**I/O pins on the die edge**

Pins as bars across the die edge, other pins in gray.
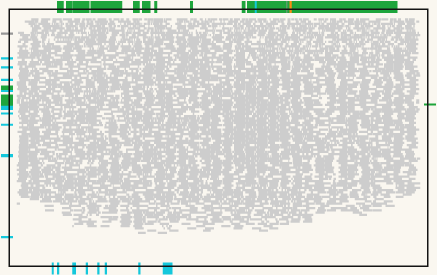
**Signal wires by layer**

Only two layers are drawn.
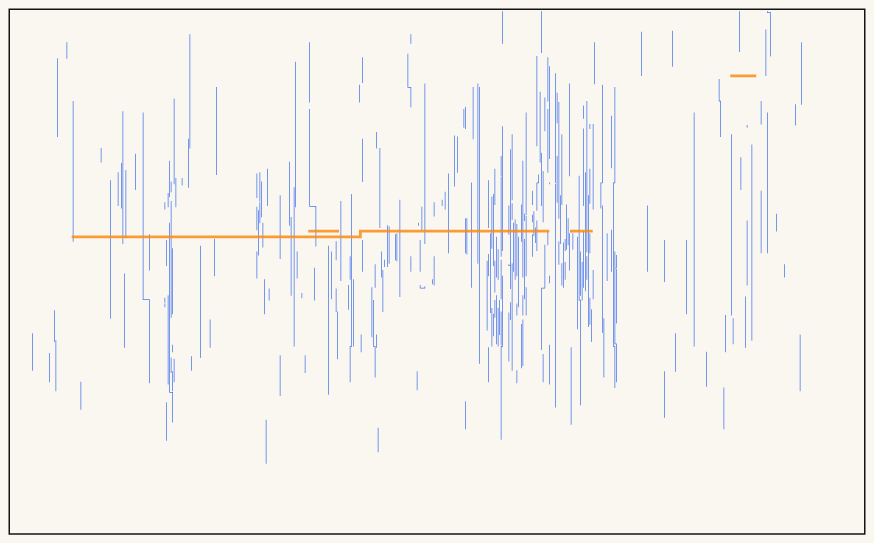
==> config.mk <==
export PLATFORM = sky130hd
export DESIGN_NAME = conv_window_buffer
export DESIGN_NICKNAME = d
export VERILOG_FILES = /design/src/rtl/conv_window_buffer.sv
export SDC_FILE = /design/constraint.sdc
export NUM_CORES = 2
export LEC_CHECK = 0
export CORE_ASPECT_RATIO = 0.6
export CORE_MARGIN = 8
export CORE_UTILIZATION = 55
export DETAILED_ROUTE_END_ITERATION = 8
export GPL_TIMING_DRIVEN = 0
export PLACE_DENSITY = 0.73
export SLEW_MARGIN = 15
export SYNTH_ARGS = -nofsm -noshare
export SYNTH_HDL_FRONTEND = slang
export SYNTH_SLANG_ARGS = --single-unit
==> constraint.sdc <==
create_clock -name i_clock -period 7.5 [get_ports i_clock]
set_input_delay 1.875 -clock i_clock [delete_from_list [all_inputs] [get_ports i_clock]]
set_output_delay 1.875 -clock i_clock [all_outputs]
set_load 0.02 [all_outputs]
==> src/rtl/conv_window_buffer.sv <==
// rtl/conv_window_buffer.sv - raster-scan pixel stream to registered KxK sliding window
module conv_window_buffer #(
    parameter int DATA_WIDTH  = 32,
    parameter int IMG_WIDTH   = 28,
    parameter int IMG_HEIGHT  = 28,
    parameter int KERNEL_SIZE = 3,
    parameter int CONV_SIZE   = KERNEL_SIZE * KERNEL_SIZE
) (
    input  logic                  i_clock,
    input  logic                  i_reset,
    input  logic                  i_global_enable,
    input  logic                  i_valid,
    input  logic [DATA_WIDTH-1:0] i_pixel,
    output logic                  o_ready,
    output logic [DATA_WIDTH-1:0] o_window [0:CONV_SIZE-1],
    output logic                  o_valid,
    output logic                  o_frame_done
);
    localparam int K  = KERNEL_SIZE;
    localparam int CW = $clog2(IMG_WIDTH);
    localparam int RW = $clog2(IMG_HEIGHT);
    localparam logic [CW-1:0] COL_LAST        = CW'(IMG_WIDTH - 1);
    localparam logic [CW-1:0] COL_FIRST_VALID = CW'(K - 1);
    localparam logic [RW-1:0] ROW_LAST        = RW'(IMG_HEIGHT - 1);
    localparam logic [RW-1:0] ROW_FILL_LAST   = RW'(K - 2);
    localparam logic [RW-1:0] ROW_FIRST_VALID = RW'(K - 1);

    typedef enum logic [1:0] {S_FILL, S_STREAM, S_DONE} state_t;

    state_t                r_state;
    state_t                w_state_next;
    logic [CW-1:0]         r_col;
    logic [RW-1:0]         r_row;
    logic [DATA_WIDTH-1:0] r_line   [0:K-2][0:IMG_WIDTH-1];
    logic [DATA_WIDTH-1:0] r_window [0:CONV_SIZE-1];
    logic [DATA_WIDTH-1:0] w_column [0:K-1];
    logic                  r_valid;
    logic                  r_frame_done;
    logic                  w_accept;
    logic                  w_col_last;
    logic                  w_row_last;

    assign o_ready      = i_global_enable && (r_state != S_DONE) && i_reset;
    assign w_accept     = i_valid && o_ready;
    assign w_col_last   = (r_col == COL_LAST);
    assign w_row_last   = (r_row == ROW_LAST);
    assign o_window     = r_window;
    assign o_valid      = r_valid;
    assign o_frame_done = r_frame_done;

    // New rightmost column: buffered rows oldest first, live pixel at the bottom.
    always_comb begin
        for (int r = 0; r < K; r++) begin
            w_column[r] = i_pixel;
        end
        for (int r = 0; r < K - 1; r++) begin
            w_column[r] = r_line[r][r_col];
        end
    end

    // Line buffers shift vertically per column; contents are never reset.
    always_ff @(posedge i_clock) begin
        if (w_accept) begin
            for (int r = 0; r < K - 2; r++) begin
                r_line[r][r_col] <= r_line[r+1][r_col];
            end
            r_line[K-2][r_col] <= i_pixel;
        end
    end

    always_comb begin
        w_state_next = r_state;
        case (r_state)
            S_FILL:   if (w_accept && (r_row == ROW_FILL_LAST) && w_col_last) w_state_next = S_STREAM;
            S_STREAM: if (w_accept && w_row_last && w_col_last) w_state_next = S_DONE;
            S_DONE:   if (i_global_enable) w_state_next = S_FILL;
            default:  w_state_next = S_FILL;
        endcase
    end

    always_ff @(posedge i_clock) begin
        if (!i_reset) begin
            r_state      <= S_FILL;
            r_col        <= '0;
            r_row        <= '0;
            r_valid      <= 1'b0;
            r_frame_done <= 1'b0;
            for (int i = 0; i < CONV_SIZE; i++) begin
                r_window[i] <= '0;
            end
        end else begin
            r_state      <= w_state_next;
            r_valid      <= w_accept && (r_row >= ROW_FIRST_VALID) && (r_col >= COL_FIRST_VALID);
            r_frame_done <= w_accept && w_row_last && w_col_last;
            if (r_state == S_DONE) begin
                r_col <= '0;
                r_row <= '0;
            end else if (w_accept) begin
                if (w_col_last) begin
                    r_col <= '0;
                    r_row <= w_row_last ? '0 : r_row + 1'b1;
                end else begin
                    r_col <= r_col + 1'b1;
                end
            end
            if (w_accept) begin
                for (int r = 0; r < K; r++) begin
                    for (int c = 0; c < K - 1; c++) begin
                        r_window[r*K+c] <= r_window[r*K+c+1];
                    end
                    r_window[r*K+K-1] <= w_column[r];
                end
            end
        end
    end
endmodule

==> commit_impl_results.txt <==
Refresh implementation metrics

- Register with the highest flop count: r_line
- The layout report lists the non-clock buffer share of cell area as 0.0801.
* Number of buffers inserted for hold repair after clock tree synthesis: 0
- Number of cell rows: 107
- The first global-routing pass estimated 355 mm of wire.
* Number of antenna violations at the first check in global routing: 13
- Setup Buffers After CTS: 0
- In the finished layout, the clock tree contains a buffer count of 229.
- Register area: 59900 sq um
- Once placement completed, the tool counted placed cells totaling 6909.
* Async set or reset register ratio after synthesis: 0
* Hold Violations, Final: 0
- In the log, the iteration count for the first detailed-route pass is 6.
- 2158 cells are multi-input combinational gates.
- Final critical path time including I/O delays and setup: 6.01 ns
- Deepest clock path buffer count: 3
* Critical path data arrival time: 4.13 ns
- Global-route congestion overflow total: 0
- Per the layout report, the design carries 8 non-clock inverters.
- Fraction of power consumed by the clock network: 0.397
- Share of cells above drive strength 1: 0.163
- Portion of the post-synthesis area used by sequential elements: 0.760
- Finished layout cell area: 93100 sq um
- Hold analysis lists the worst path endpoint as o_window[165].
- Place WS: 1.59 ns
- Xor and xnor fraction of the mapped netlist area: 0.000556
* Yosys warning tally: 0
- Diodes inserted: 20
- The total area inside the core boundary comes to 142000 sq um.
- Number of buffers created by CTS: 173
- Cell area reported after detailed placement: 87600 sq um
- The layout report gives the multi-input gate share of total cell area as 0.192.
- The number of cells on the worst reg-to-reg path is 8.
* Drt first-iter violations: 9427
* Detailed-route vias per instance: 6.75
- Total of endpoints with negative setup slack in the final report: 0
- The routed layout reports a DRC error count of 0.
* Post-synthesis cell count: 4546
* Slew Limit Headroom: 0.0843
- In the finished design, the share of the clock period the worst path needs comes to 0.801.
* Area of the chip: 156000 sq um
- In this run the count of I/O pins placed on the die edge is 327.
- Switching component of the power: 0.00487 W
- Of the total power, combinational logic draws 0.041.
* Footprint of the multi-input gates: 17800 sq um
- Fmax: 166 MHz
* Insertion delay of the later-clocked pin in the worst-skew pair: 0.82 ns
* Multiplexer share: 0.125
- Tool warnings: 32
* Top fanout value on the critical path: 10
- Per the final report, max-transition violations number 0.
* Post-Synth Adder-Cell Area: 0.00111
- Tracing the worst setup path back leads to its startpoint at i_reset.
- Beginning of the worst register-to-register path: r_col[0]
- The library cells used most frequently in the layout, excluding fill and tap cells, are 1792 x edfxtp_1, 524 x nand2_1, 481 x mux2i_1.
* Post-route setup TNS: 0 ns
- Post-synthesis area per instance: 17.3 sq um
- Power density cells: 244 nW/um^2
* Worst slew pin tran: 1.37 ns
- Unrepaired setup endpoints after global routing: no
- Top comb family, area: multiplexers
- TritonCTS clock tree: done
* Hold Worst Slack: 0.455 ns
- Standard cell with the maximum stage delay on the critical path: clkdlybuf4s50_1
* H-Tree Depth: 4
- Routability-driven placement congestion ratio: 0.897
- For this design, Yosys synthesis ends with a cell count of 4546.
- The critical path is of the input pin to primary output type.
- Proportion of cell area occupied by registers: 0.643
- Power share of the sequential group: 0.562
- Net Count, Synth: 4589
* Min-delay worst type: flip-flop to flip-flop
* Required time at the worst-slack endpoint: 5.62 ns
* Number of nets still failing antenna checks after routing: 0
- Most common cell on crit path: clkbuf_1
* Signed area change from the synthesized netlist to the final layout: 18.2%
- CTS Root Buffer Type: clkbuf_16
- Across all register-to-register paths, the minimum setup slack is 2.14 ns.
- The finished design was reported to have a net count of 5221.
- Proportion of total power due to net switching: 0.214
- Startpoint of the worst hold path: o_window[165]
* Largest register FFs: 1792
- Layout Skew: 0.0379 ns
- After layout, the design draws a total of 0.0227 W.
* Placed wire-length estimate: 182 mm
- Area share of and/or/nand/nor cells after synthesis: 0.0405
- Cell family contributing the most delay on the critical path: buffers and inverters
- The registers of the reported paths see a clock transition of 0.07 ns.
- Tap insertion was completed with 1907 tapcells.
- Clock sink count: 2094
* Capturing element type of the critical path: primary output
* FF+latch count, synth: 2094
- After layout, the worst setup slack is 1.49 ns.
- The layout report lists the clock-cell share of area as 0.0591.
- Per STA, the worst path is made up of clkbuf_1 > clkbuf_1 > clkbuf_1 > and3_1 > clkdlybuf4s50_1.
* Cell depth of the worst hold path: 2
* FF+latch count: 2094
* Synthesized cell area: 78800 sq um
- Number of distinct standard cells referenced by the synthesized netlist: 64
- Count of plain and timing-repair buffers: 743
- The leakage component of the power was reported as 28.6 nW.
- Destination of the worst register-to-register timing path: r_line[0][670]
- Post-CTS sizing: 0
- Initial Util: 0.555
- The flow ran to the end, and the final reports show no timing, DRC or antenna violations.
- Post-synth tally of flip-flops with integrated enable: 1792
- VDD sags by at most 0.000210 V.
- The layout has 9245 filler cells.
* Yosys chip area: 78800 sq um
* Compound-cell area share of the yosys netlist: 0.0547
* Largest net degree at the start of global routing: 30
- The via count of the first global-routing pass is 45.8k.
- Top class by area: flip-flops and latches
- Layout Utilization: 0.656
- Internal power contribution: 0.0178 W
- For this run, the slowest stage of the critical path takes 0.64 ns.
- Together, buffers and inverters on the worst path number 4.
- The run reported a max-capacitance violation count of 0.
* Synth Flop Type: edfxtp_1
- Once layout is complete, the cells apart from fillers number 7250.
* Sort of element at the start of the critical path: input pin
- Per the cell usage report, the commonest logic cell in the layout is edfxtp_1.
-- 'I/O pins on the die edge' (at the start) --
[i_reset] orange | pins: 1 | direction: input | edge: top
[o_window] green | pins: 288 | direction: output | edge: 274 top, 13 left, 1 right
[i_pixel] cyan | pins: 32 | direction: input | edge: 19 bottom, 12 left, 1 top
number of buffers inserted by port buffering: 325
die boundary height: 309 um
floorplan die width: 505 um

-- 'signal wires by layer' (at the start) --
[met5] orange | wire length: 326 um
[met4] blue | wire length: 8720 um
sum of routed wire length over all layers: 261 mm
number of vias in the routed layout: 49.0k
WL per Instance: 35.9 um
total routing resource utilization after global routing: 0.323

power groups by stage:
| stage | clock, W | combinational (W) | sequential, W |
|---|---|---|---|
| after floorplan | 0 | 0.000382 | 0.0130 |
| after global placement | 0 | 0.000827 | 0.0130 |
| after detailed placement | 0 | 0.000890 | 0.0130 |
| after CTS | 0.00901 | 0.000897 | 0.0127 |
| after global routing | 0.00944 | 0.000948 | 0.0127 |
| final | 0.00902 | 0.000930 | 0.0127 |
cells in the mapped netlist (7+ instances only):
cell | number | area [sq um]
o21ba_1 | 12 | 120
buf_6 | 7 | 78.8
dfxtp_1 | 302 | 6050
o21ai_0 | 59 | 295
mux2_2 | 28 | 315
o22ai_1 | 116 | 726
or4_1 | 8 | 60.1
edfxtp_1 | 1792 | 53800
a211oi_1 | 20 | 150
and3_1 | 10 | 62.6
a21oi_1 | 260 | 1300
nor4_1 | 16 | 100
mux2i_1 | 481 | 4810
nand2_1 | 525 | 1970
clkbuf_1 | 118 | 443
nor3_1 | 8 | 40.0
nor2_1 | 45 | 169
a221oi_1 | 10 | 87.6
buf_4 | 38 | 285
ha_1 | 7 | 87.6
mux4_2 | 210 | 4730
a22oi_1 | 133 | 998
nand3_1 | 67 | 335
nand4_1 | 11 | 68.8
nor2b_1 | 9 | 56.3
buf_2 | 115 | 576
o21ba_2 | 11 | 110
a31oi_1 | 37 | 231
metal layers:
metal,global-route usage,share of wire
met1,0.462,0.37
met2,0.444,0.41
met3,0.146,0.18
met4,0.0990,0.033
met5,0.0124,0.0013
worst max-delay path by stage:
stage	to	slack (ns)	cells past startpoint
2_1_floorplan	r_line[0][1312]	1.46	6
3_3_place_gp	r_line[0][1790]	-3.22	7
3_5_place_dp	o_ready	1.59	5
4_1_cts	o_ready	1.56	5
5_1_grt	o_ready	1.43	5
6_report	o_ready	1.49	5
Power and IR drop assume default switching activity.
